===== src/rtl/loader_pkg.sv =====
// Shared types and constants for the framed RAM loader.
// State encoding, default sync marker and header length.
package loader_pkg;

  typedef enum logic [2:0] {
    IDLE,
    ADDR_H,
    ADDR_L,
    LEN_H,
    LEN_L,
    DATA,
    CHK,
    RESP
  } state_e;

  localparam logic [7:0] SYNC_BYTE = 8'hA5;
  localparam int         HDR_BYTES = 5;

endpackage


===== src/rtl/ram_loader_if.sv =====
// Byte-stream in, RAM write port and status out.
// master: loader side; slave: UART/RAM/CPU side.
interface ram_loader_if #(
  parameter int addr_width = 12,
  parameter int data_width = 8
);
  logic [7:0]            rx_data;
  logic                  rx_valid;
  logic                  rx_ready;
  logic [addr_width-1:0] w_addr;
  logic                  w_en;
  logic [data_width-1:0] din;
  logic                  busy;
  logic                  done;
  logic                  err;

  modport master (
    input  rx_data, rx_valid,
    output rx_ready, w_addr, w_en, din,
    output busy, done, err
  );

  modport slave (
    output rx_data, rx_valid,
    input  rx_ready, w_addr, w_en, din,
    input  busy, done, err
  );
endinterface


===== src/rtl/ram_loader_timeout.sv =====
// Inter-byte idle counter for an open frame.
// clear/enable in; expired pulses on the cycle the count reaches LIMIT.
module ram_loader_timeout #(
  parameter int LIMIT = 65535
) (
  input  logic clk,
  input  logic rst_n,
  input  logic clear,
  input  logic enable,
  output logic expired
);

  logic [15:0] cnt_q;
  logic [15:0] cnt_d;

  always_comb begin
    cnt_d = cnt_q;
    if (clear)
      cnt_d = '0;
    else if (enable)
      cnt_d = cnt_q + 16'd1;
  end

  // Fires on the idle cycle that brings the count to LIMIT,
  // so the FSM leaves the frame at that same edge.
  assign expired = enable && !clear &&
                   (cnt_q == 16'(LIMIT - 1));

  always_ff @(posedge clk or negedge rst_n) begin
    if (!rst_n)
      cnt_q <= '0;
    else
      cnt_q <= cnt_d;
  end

endmodule


===== src/rtl/ram_loader.sv =====
// Parses sync/addr/len/payload/xor frames into RAM writes.
// Ports: clk, rst_n, bus (ram_loader_if.master).
module ram_loader
  import loader_pkg::*;
#(
  parameter int         addr_width     = 12,
  parameter int         data_width     = 8,
  parameter logic [7:0] sync_byte      = SYNC_BYTE,
  parameter int         timeout_cycles = 65535
) (
  input  logic          clk,
  input  logic          rst_n,
  ram_loader_if.master  bus
);

  localparam int AW = addr_width;
  localparam int DW = data_width;

  state_e        state_q, state_d;
  logic [7:0]    hi_q, hi_d;
  logic [AW-1:0] addr_q, addr_d;
  logic [15:0]   len_q, len_d;
  logic [7:0]    csum_q, csum_d;
  logic          rx_ready_q, rx_ready_d;
  logic          w_en_q, w_en_d;
  logic [AW-1:0] w_addr_q, w_addr_d;
  logic [DW-1:0] din_q, din_d;
  logic          busy_q, busy_d;
  logic          done_q, done_d;
  logic          err_q, err_d;

  logic          acc;
  logic          active;
  logic          to_exp;
  logic [7:0]    rx;

  assign rx     = bus.rx_data;
  assign acc    = bus.rx_valid && rx_ready_q;
  assign active = !(state_q inside {IDLE, RESP});

  ram_loader_timeout #(
    .LIMIT (timeout_cycles)
  ) u_timeout (
    .clk     (clk),
    .rst_n   (rst_n),
    .clear   (!active || acc),
    .enable  (active && !acc),
    .expired (to_exp)
  );

  always_comb begin
    state_d  = state_q;
    hi_d     = hi_q;
    addr_d   = addr_q;
    len_d    = len_q;
    csum_d   = csum_q;
    w_en_d   = 1'b0;
    w_addr_d = w_addr_q;
    din_d    = din_q;
    done_d   = 1'b0;
    err_d    = 1'b0;

    unique case (state_q)
      IDLE: begin
        if (acc && rx == sync_byte) begin
          csum_d  = '0;
          state_d = ADDR_H;
        end
      end
      ADDR_H: begin
        if (acc) begin
          hi_d    = rx;
          state_d = ADDR_L;
        end
      end
      ADDR_L: begin
        if (acc) begin
          // High address bits beyond the RAM are dropped.
          addr_d  = AW'({hi_q, rx});
          state_d = LEN_H;
        end
      end
      LEN_H: begin
        if (acc) begin
          len_d[15:8] = rx;
          state_d     = LEN_L;
        end
      end
      LEN_L: begin
        if (acc) begin
          len_d[7:0] = rx;
          state_d    = (len_d == 16'd0) ? CHK : DATA;
        end
      end
      DATA: begin
        if (acc) begin
          w_en_d   = 1'b1;
          w_addr_d = addr_q;
          din_d    = DW'(rx);
          addr_d   = addr_q + AW'(1);
          len_d    = len_q - 16'd1;
          csum_d   = csum_q ^ rx;
          if (len_q == 16'd1)
            state_d = CHK;
        end
      end
      CHK: begin
        if (acc) begin
          done_d  = 1'b1;
          err_d   = (rx != csum_q);
          state_d = RESP;
        end
      end
      RESP: begin
        state_d = IDLE;
      end
      default: begin
        state_d = IDLE;
      end
    endcase

    if (to_exp) begin
      done_d  = 1'b1;
      err_d   = 1'b1;
      state_d = RESP;
    end

    rx_ready_d = (state_d != RESP);
    busy_d     = !(state_d inside {IDLE, RESP});
  end

  always_ff @(posedge clk or negedge rst_n) begin
    if (!rst_n) begin
      state_q    <= IDLE;
      hi_q       <= '0;
      addr_q     <= '0;
      len_q      <= '0;
      csum_q     <= '0;
      rx_ready_q <= 1'b1;
      w_en_q     <= 1'b0;
      w_addr_q   <= '0;
      din_q      <= '0;
      busy_q     <= 1'b0;
      done_q     <= 1'b0;
      err_q      <= 1'b0;
    end else begin
      state_q    <= state_d;
      hi_q       <= hi_d;
      addr_q     <= addr_d;
      len_q      <= len_d;
      csum_q     <= csum_d;
      rx_ready_q <= rx_ready_d;
      w_en_q     <= w_en_d;
      w_addr_q   <= w_addr_d;
      din_q      <= din_d;
      busy_q     <= busy_d;
      done_q     <= done_d;
      err_q      <= err_d;
    end
  end

  assign bus.rx_ready = rx_ready_q;
  assign bus.w_en     = w_en_q;
  assign bus.w_addr   = w_addr_q;
  assign bus.din      = din_q;
  assign bus.busy     = busy_q;
  assign bus.done     = done_q;
  assign bus.err      = err_q;

endmodule


===== src/flat_wrapper.sv =====
// flat-port wrapper written by rule: the top's interface ports become plain ports
module ram_loader_flat import loader_pkg::*;
#(
  parameter int         addr_width     = 12,
  parameter int         data_width     = 8,
  parameter logic [7:0] sync_byte      = SYNC_BYTE,
  parameter int         timeout_cycles = 65535
)
  (clk, rst_n, bus_rx_data, bus_rx_valid, bus_rx_ready, bus_w_addr, bus_w_en, bus_din, bus_busy, bus_done, bus_err);
  ram_loader_if #(.addr_width(addr_width), .data_width(data_width)) bus_i ();
  input  logic clk;
  input  logic rst_n;
  input wire logic [$bits(bus_i.rx_data)-1:0] bus_rx_data;
  input wire logic [$bits(bus_i.rx_valid)-1:0] bus_rx_valid;
  output wire logic [$bits(bus_i.rx_ready)-1:0] bus_rx_ready;
  output wire logic [$bits(bus_i.w_addr)-1:0] bus_w_addr;
  output wire logic [$bits(bus_i.w_en)-1:0] bus_w_en;
  output wire logic [$bits(bus_i.din)-1:0] bus_din;
  output wire logic [$bits(bus_i.busy)-1:0] bus_busy;
  output wire logic [$bits(bus_i.done)-1:0] bus_done;
  output wire logic [$bits(bus_i.err)-1:0] bus_err;
  assign bus_i.rx_data = bus_rx_data;
  assign bus_i.rx_valid = bus_rx_valid;
  assign bus_rx_ready = bus_i.rx_ready;
  assign bus_w_addr = bus_i.w_addr;
  assign bus_w_en = bus_i.w_en;
  assign bus_din = bus_i.din;
  assign bus_busy = bus_i.busy;
  assign bus_done = bus_i.done;
  assign bus_err = bus_i.err;
  ram_loader #(.addr_width(addr_width), .data_width(data_width), .sync_byte(sync_byte), .timeout_cycles(timeout_cycles)) u_core (.clk(clk), .rst_n(rst_n), .bus(bus_i));
endmodule

===== config.mk =====
export PLATFORM = sky130hd
export DESIGN_NAME = ram_loader_flat
export DESIGN_NICKNAME = d
export VERILOG_FILES = /design/src/rtl/loader_pkg.sv /design/src/rtl/ram_loader_if.sv /design/src/rtl/ram_loader_timeout.sv /design/src/rtl/ram_loader.sv /design/src/flat_wrapper.sv
export SDC_FILE = /design/constraint.sdc
export NUM_CORES = 1
export LEC_CHECK = 0
export CORE_MARGIN = 2
export CORE_UTILIZATION = 62
export DETAILED_ROUTE_END_ITERATION = 12
export GPL_TIMING_DRIVEN = 0
export PLACE_DENSITY = 0.84
export SKIP_LAST_GASP = 1
export SYNTH_ARGS = -nofsm -noshare
export SYNTH_HDL_FRONTEND = slang
export SYNTH_HIERARCHICAL = 1
export SYNTH_SLANG_ARGS = --single-unit

===== constraint.sdc =====
create_clock -name clk -period 3.4 [get_ports clk]
set_input_delay 1.02 -clock clk [delete_from_list [all_inputs] [get_ports clk]]
set_output_delay 1.02 -clock clk [all_outputs]
set_load 0.01 [all_outputs]

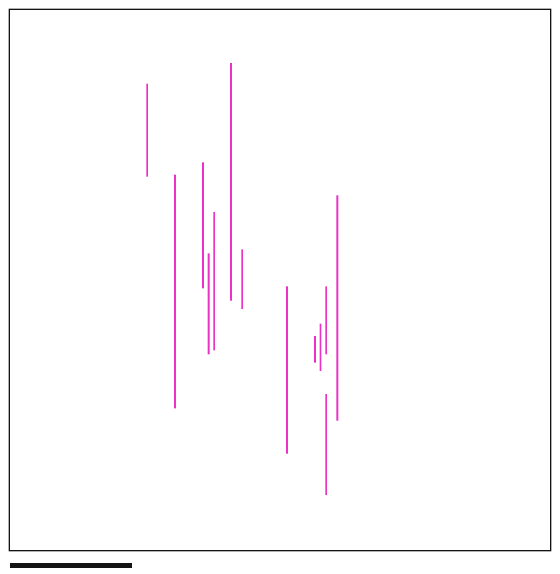
Figure 1: signal wires on met4.
Scale bar: 20 um.
wire length on this layer	263 um
main direction	vertical
share of all routed wire	2.4%
nets with wire on the layer	10

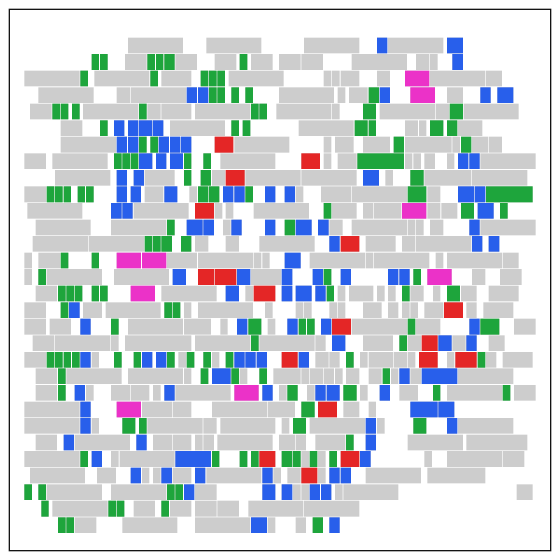
Figure 2: selected gate families.
color	family	cells
green	nand cells	134
red	non-inverting ao/oa cells	18
magenta	mux cells	9
blue	aoi and oai cells	109

==> impl_metrics.py <==
# Synthesis and PnR figures
metrics = {
    "floorplanning": {
        "taps": 96,
        "die-area_mm2": 0.007883,
    },
    "logic_synthesis": {
        "fp_nets": 518,
        "ys_sh_simple_pct": 24.73,
        "ys_area_mm2": 0.004457,
        "synth_seq_share_pct": 47.19,
        "synth-compound-area-share_pct": 17.41,
        "ys_types": 60,
        "mux_share_pct": 2.274,
        "synth-adder-area-share_pct": 1.404,
    },
    "clock_tree": {
        "postCtsSetupBuffers": 0,
        "cts.sinks": 84,
        "hold_buffers": 0,
        "cts_tree": "built",
        "clk_pin_slew_ns": 0.08,
    },
    "power": {
        "finalPower_mw": 3.966,
        "ir_worst_vdd_v": 0.0004299,
        "p_per_area_mw_per_mm2": 775.1,
    },
    "sta": {
        "finalHoldViolations": 0,
        "slew_viol_final": 0,
    },
    "status": {
        "status": "complete, no violations",
    },
    "final_layout": {
        "sh_seq_area_pct": 41.11,
        "fin_area_mm2": 0.005116,
        "logic_area_mm2": 0.002158,
        "clock_area_share_pct": 3.937,
        "lay_top_count": "nand2_1",
    },
    "run": {
        "tool_warnings": 28,
    },
    "critical_path": {
        "worst_path_most_repeated_cell": "nand2_1",
        "r2r_cells": 13,
        "critPathCapture": "u_core/bus.err",
    },
    "place": {
        "port_buffers": 31,
        "dp_slack_ns": -0.1874,
    },
    "worst_hold_path": {
        "hold_start": "u_core/bus.w_addr[8]",
    },
    "route": {
        "drt_first_pass_iters": 5,
    },
}
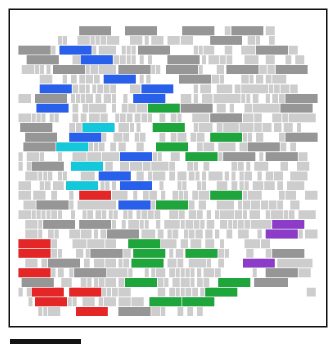
Figure 3: sequential cells grouped by signal name.
Scale bar: 20 um. Other sequential cells in the stronger gray, the rest of the logic in the fainter gray.
color	name in the netlist	sequential cells
cyan	`u_core/hi_q`	4
purple	`u_core/state_q`	3
blue	`u_core/addr_q`	12
red	`u_core/bus.din`	8
green	`u_core/len_q`	16

==> sequential cells by signal (all words and copies together) (netlist names) <==
name / flops
u_core/bus.err: 1
u_core/bus.w_addr: 12
u_core/state_q: 3
u_core/bus.w_en: 1
u_core/csum_q: 8
u_core/len_q: 16
u_core/bus.rx_ready: 1
u_core/u_timeout/cnt_q: 16
u_core/hi_q: 4
u_core/bus.busy: 1
u_core/bus.done: 1
u_core/addr_q: 12
u_core/bus.din: 8
==> synth_stat cells (3+ instances only) <==
cell type / n / area [um^2]
mux2_2: 6 / 67.56
nand2b_1: 3 / 18.77
o21a_1: 3 / 22.52
ha_1: 5 / 62.56
nor2_1: 44 / 165.2
a21oi_1: 36 / 180.2
a31oi_1: 5 / 31.28
nor3_1: 9 / 45.04
o21ai_0: 45 / 225.2
dfrtp_1: 83 / 2077
nand2_1: 103 / 386.6
mux2_1: 3 / 33.78
xor2_1: 4 / 35.03
nor2b_1: 4 / 25.02
clkbuf_1: 19 / 71.32
nand3_1: 14 / 70.07
and3_1: 6 / 37.54
o31ai_1: 7 / 52.55
o22ai_1: 6 / 37.54
clkbuf_8: 3 / 41.29
inv_1: 10 / 37.54
xnor2_1: 9 / 78.83
or4_1: 5 / 37.54
or3_1: 5 / 31.28
a22o_1: 5 / 43.79
nor4_1: 7 / 43.79
nand4_1: 10 / 62.56
==> metal layers <==
layer / global-route usage, % / part of all wire [%] / vias up
li1: - / - / 1848
met1: 39.68 / 42 / 1975
met2: 49.53 / 49 / 182
met3: 4.851 / 7.1 / 30
met4: 11.85 / 2.4 / 0
met5: 0 / 0 / -
Power and IR drop assume default switching activity.
